Design pipelined_right_shifter, sky130hd; sources not shown.
run_1/pins.png
Drawn at 3 px/um. Pins as bars across the die edge, other pins in grey.
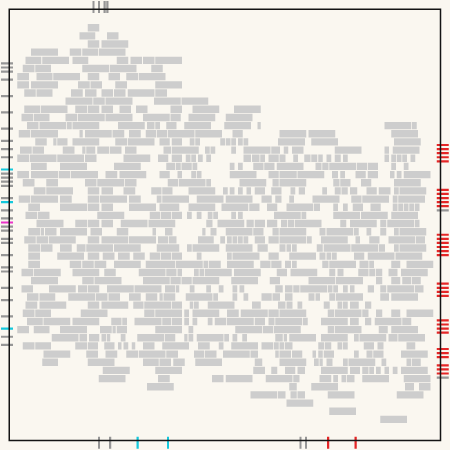
| colour | port | pins | direction | edge |
|---|---|---|---|---|
| magenta | in_ready | 1 | output | left |
| red | z | 32 | output | 30 right, 2 bottom |
| cyan | d | 5 | input | 3 left, 2 bottom |
count of input and output buffers: 0
Horiz. Die Dim: 143.3 um
Chip Height: 143.3 um

run_1/drive_strength.png
Drawn at 3 px/um.
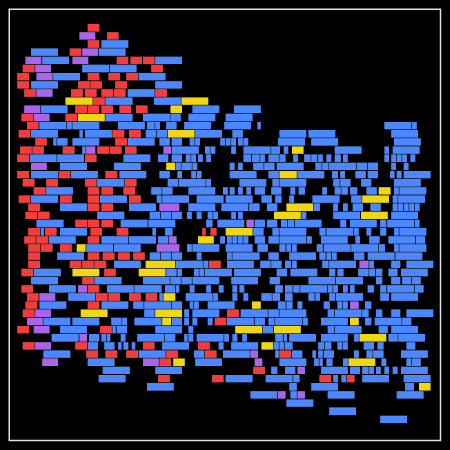
| colour | size | cells | share |
|---|---|---|---|
| red | drive 2 | 123 | 18% |
| yellow | drive 6 and up | 32 | 4.6% |
| blue | drive 1 or less | 507 | 73% |
| purple | drive 3 to 4 | 32 | 4.6% |
area added between synthesis and finish: 8.401%
non-clock buffer instance count of the final layout: 12

run_1/final_placement.png
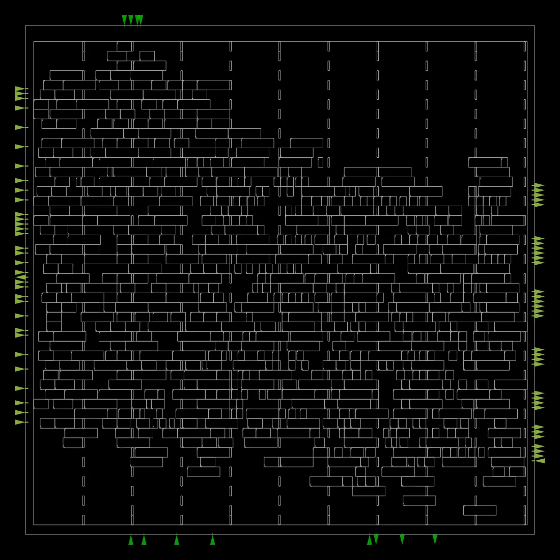
Core Region: 0.01889 mm2
Final Util: 0.5007
final instance count without filler cells: 954

run_1/port_nets.png
Drawn at 2 px/um.
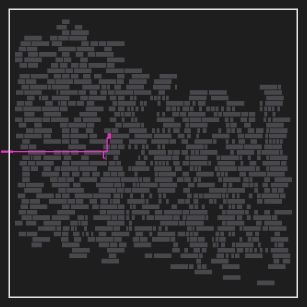
| colour | port | direction | edge | end cells | buffers | wire |
|---|---|---|---|---|---|---|
| magenta | in_ready | output | left | 1 | 0 | 60.1 um |
number of I/O pins: 77

==> run_summary.xml, run 1 <==
<?xml version="1.0" encoding="UTF-8"?>
<metrics>
  <group name="outcome">
    <metric name="outcome" unit="">complete, no violations</metric>
  </group>
  <group name="setup_path">
    <metric name="critical_path_peak_fanout" unit="">35</metric>
    <metric name="setup.worst_path.start_class" unit="">input pin</metric>
  </group>
  <group name="place">
    <metric name="detailed_place.area" unit="mm2">0.008876</metric>
    <metric name="detailed_place_hpwl" unit="um">11920</metric>
  </group>
  <group name="clocking">
    <metric name="postCtsResizedCells" unit="">0</metric>
    <metric name="cts_root_buf" unit="">sky130_fd_sc_hd__clkbuf_16</metric>
    <metric name="postCtsSetupBuffers" unit="">0</metric>
    <metric name="cts_tree" unit="">built</metric>
    <metric name="htree_num_levels" unit="">4</metric>
    <metric name="worst_setup_hold_path_clk_slew" unit="ns">0.07</metric>
  </group>
  <group name="power">
    <metric name="total_switching_power" unit="mW">1.287</metric>
    <metric name="combinationalPower" unit="uW">876</metric>
    <metric name="power_density" unit="mW/mm2">357.6</metric>
    <metric name="power-top-group" unit="">registers</metric>
    <metric name="clock_power_share" unit="">0.233</metric>
  </group>
  <group name="routing">
    <metric name="detail_route.wirelength" unit="um">17440</metric>
    <metric name="ant_nets" unit="">0</metric>
    <metric name="viasPerCell" unit="">5.574</metric>
  </group>
  <group name="floorplan">
    <metric name="fp-row-count" unit="">50</metric>
    <metric name="tap_cells" unit="">260</metric>
  </group>
  <group name="logic_synthesis">
    <metric name="synth.avg_cell_area" unit="um2">12.27</metric>
    <metric name="synthDominantAreaCellType" unit="">sky130_fd_sc_hd__dfrtp_1</metric>
    <metric name="edf_count" unit="">0</metric>
    <metric name="synthFlopType" unit="">sky130_fd_sc_hd__dfrtp_1</metric>
    <metric name="ys_seq_frac" unit="">0.5276</metric>
    <metric name="synth_flops" unit="">184</metric>
    <metric name="ys_cells" unit="">711</metric>
    <metric name="netlist.top_cell.by_instances" unit="">sky130_fd_sc_hd__dfrtp_1</metric>
  </group>
  <group name="flow_run">
    <metric name="maxCapViolCount" unit="">0</metric>
    <metric name="warnings" unit="">28</metric>
  </group>
  <group name="grt">
    <metric name="grt.busiest_layer" unit="">met2</metric>
    <metric name="grt_start_max_net_pins" unit="">111</metric>
  </group>
  <group name="finish">
    <metric name="layout.nonclk_buf_frac" unit="">0.01283</metric>
    <metric name="postLayoutCellArea" unit="mm2">0.009460</metric>
    <metric name="clockNetworkAreaShare" unit="">0.06097</metric>
    <metric name="layout_top_cells_excl_fill_tap" unit="">sky130_fd_sc_hd__dfrtp_1 (184), sky130_fd_sc_hd__mux2_2 (120), sky130_fd_sc_hd__mux2i_1 (78), sky130_fd_sc_hd__a21oi_1 (67), sky130_fd_sc_hd__o21ai_0 (67)</metric>
  </group>
  <group name="timing">
    <metric name="max_slew.worst_pin.slew" unit="ns">0.7727</metric>
    <metric name="final.min_clock_period" unit="ns">5.131</metric>
  </group>
</metrics>
==> run 1 -> run 2 <==
==> constraint.sdc (replaced) <==
create_clock -name clk -period 4.88 [get_ports clk]
set_input_delay 1.22 -clock clk [delete_from_list [all_inputs] [get_ports clk]]
set_output_delay 1.22 -clock clk [all_outputs]
set_load 0.03 [all_outputs]
==> run_summary.xml, run 2 <==
<?xml version="1.0" encoding="UTF-8"?>
<metrics>
  <group name="outcome">
    <metric name="outcome" unit="">complete, no violations</metric>
  </group>
  <group name="routing">
    <metric name="viasPerCell" unit="">5.610</metric>
    <metric name="ant_nets" unit="">0</metric>
    <metric name="detail_route.wirelength" unit="um">17310</metric>
  </group>
  <group name="flow_run">
    <metric name="warnings" unit="">28</metric>
    <metric name="maxCapViolCount" unit="">0</metric>
  </group>
  <group name="place">
    <metric name="detailed_place_hpwl" unit="um">12010</metric>
  </group>
  <group name="finish">
    <metric name="area_added_between_synthesis_and_finish" unit="%">8.731</metric>
    <metric name="final_cell_count_no_fill" unit="">954</metric>
    <metric name="layout_top_cells_excl_fill_tap" unit="">sky130_fd_sc_hd__dfrtp_1 (184), sky130_fd_sc_hd__mux2_2 (120), sky130_fd_sc_hd__mux2i_1 (78), sky130_fd_sc_hd__a21oi_1 (67), sky130_fd_sc_hd__o21ai_0 (67)</metric>
    <metric name="layout.nonclk_buf_frac" unit="">0.01292</metric>
    <metric name="postLayoutCellArea" unit="mm2">0.009489</metric>
  </group>
  <group name="clocking">
    <metric name="htree_num_levels" unit="">4</metric>
    <metric name="worst_setup_hold_path_clk_slew" unit="ns">0.07</metric>
    <metric name="cts_root_buf" unit="">sky130_fd_sc_hd__clkbuf_16</metric>
    <metric name="postCtsResizedCells" unit="">0</metric>
  </group>
  <group name="floorplan">
    <metric name="fp-row-count" unit="">50</metric>
    <metric name="chip_height" unit="um">143.3</metric>
    <metric name="tap_cells" unit="">260</metric>
    <metric name="design.core.area" unit="mm2">0.01889</metric>
  </group>
  <group name="power">
    <metric name="power-top-group" unit="">registers</metric>
    <metric name="combinationalPower" unit="mW">1.50</metric>
    <metric name="power_density" unit="mW/mm2">613.1</metric>
  </group>
  <group name="logic_synthesis">
    <metric name="ys_seq_frac" unit="">0.5276</metric>
    <metric name="synthDominantAreaCellType" unit="">sky130_fd_sc_hd__dfrtp_1</metric>
    <metric name="edf_count" unit="">0</metric>
    <metric name="netlist.top_cell.by_instances" unit="">sky130_fd_sc_hd__dfrtp_1</metric>
    <metric name="synth.avg_cell_area" unit="um2">12.27</metric>
    <metric name="synth_flops" unit="">184</metric>
  </group>
  <group name="timing">
    <metric name="max_slew.worst_pin.slew" unit="ns">0.8005</metric>
  </group>
  <group name="grt">
    <metric name="grt_start_max_net_pins" unit="">115</metric>
  </group>
  <group name="setup_path">
    <metric name="setup.worst_path.start_class" unit="">register</metric>
  </group>
</metrics>
run_2/gate_families.png
Drawn at 3 px/um.
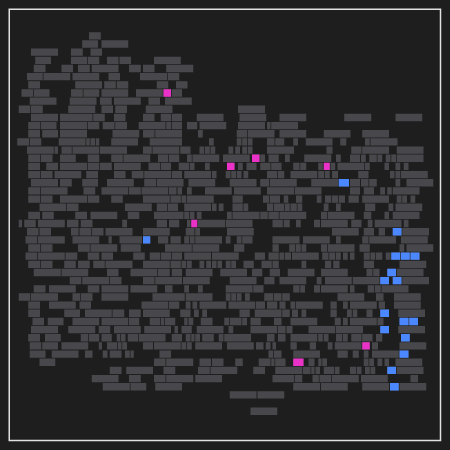
| colour | family | cells | most used |
|---|---|---|---|
| blue | AND-OR and OR-AND gates | 17 | o22a_1 |
| magenta | AND and OR gates | 7 | or4_1 |
highest-count logic cell in the final layout: sky130_fd_sc_hd__dfrtp_1
share of cell area taken by multi-input logic gates: 0.3970

Power is estimated from default activity; no workload was simulated.
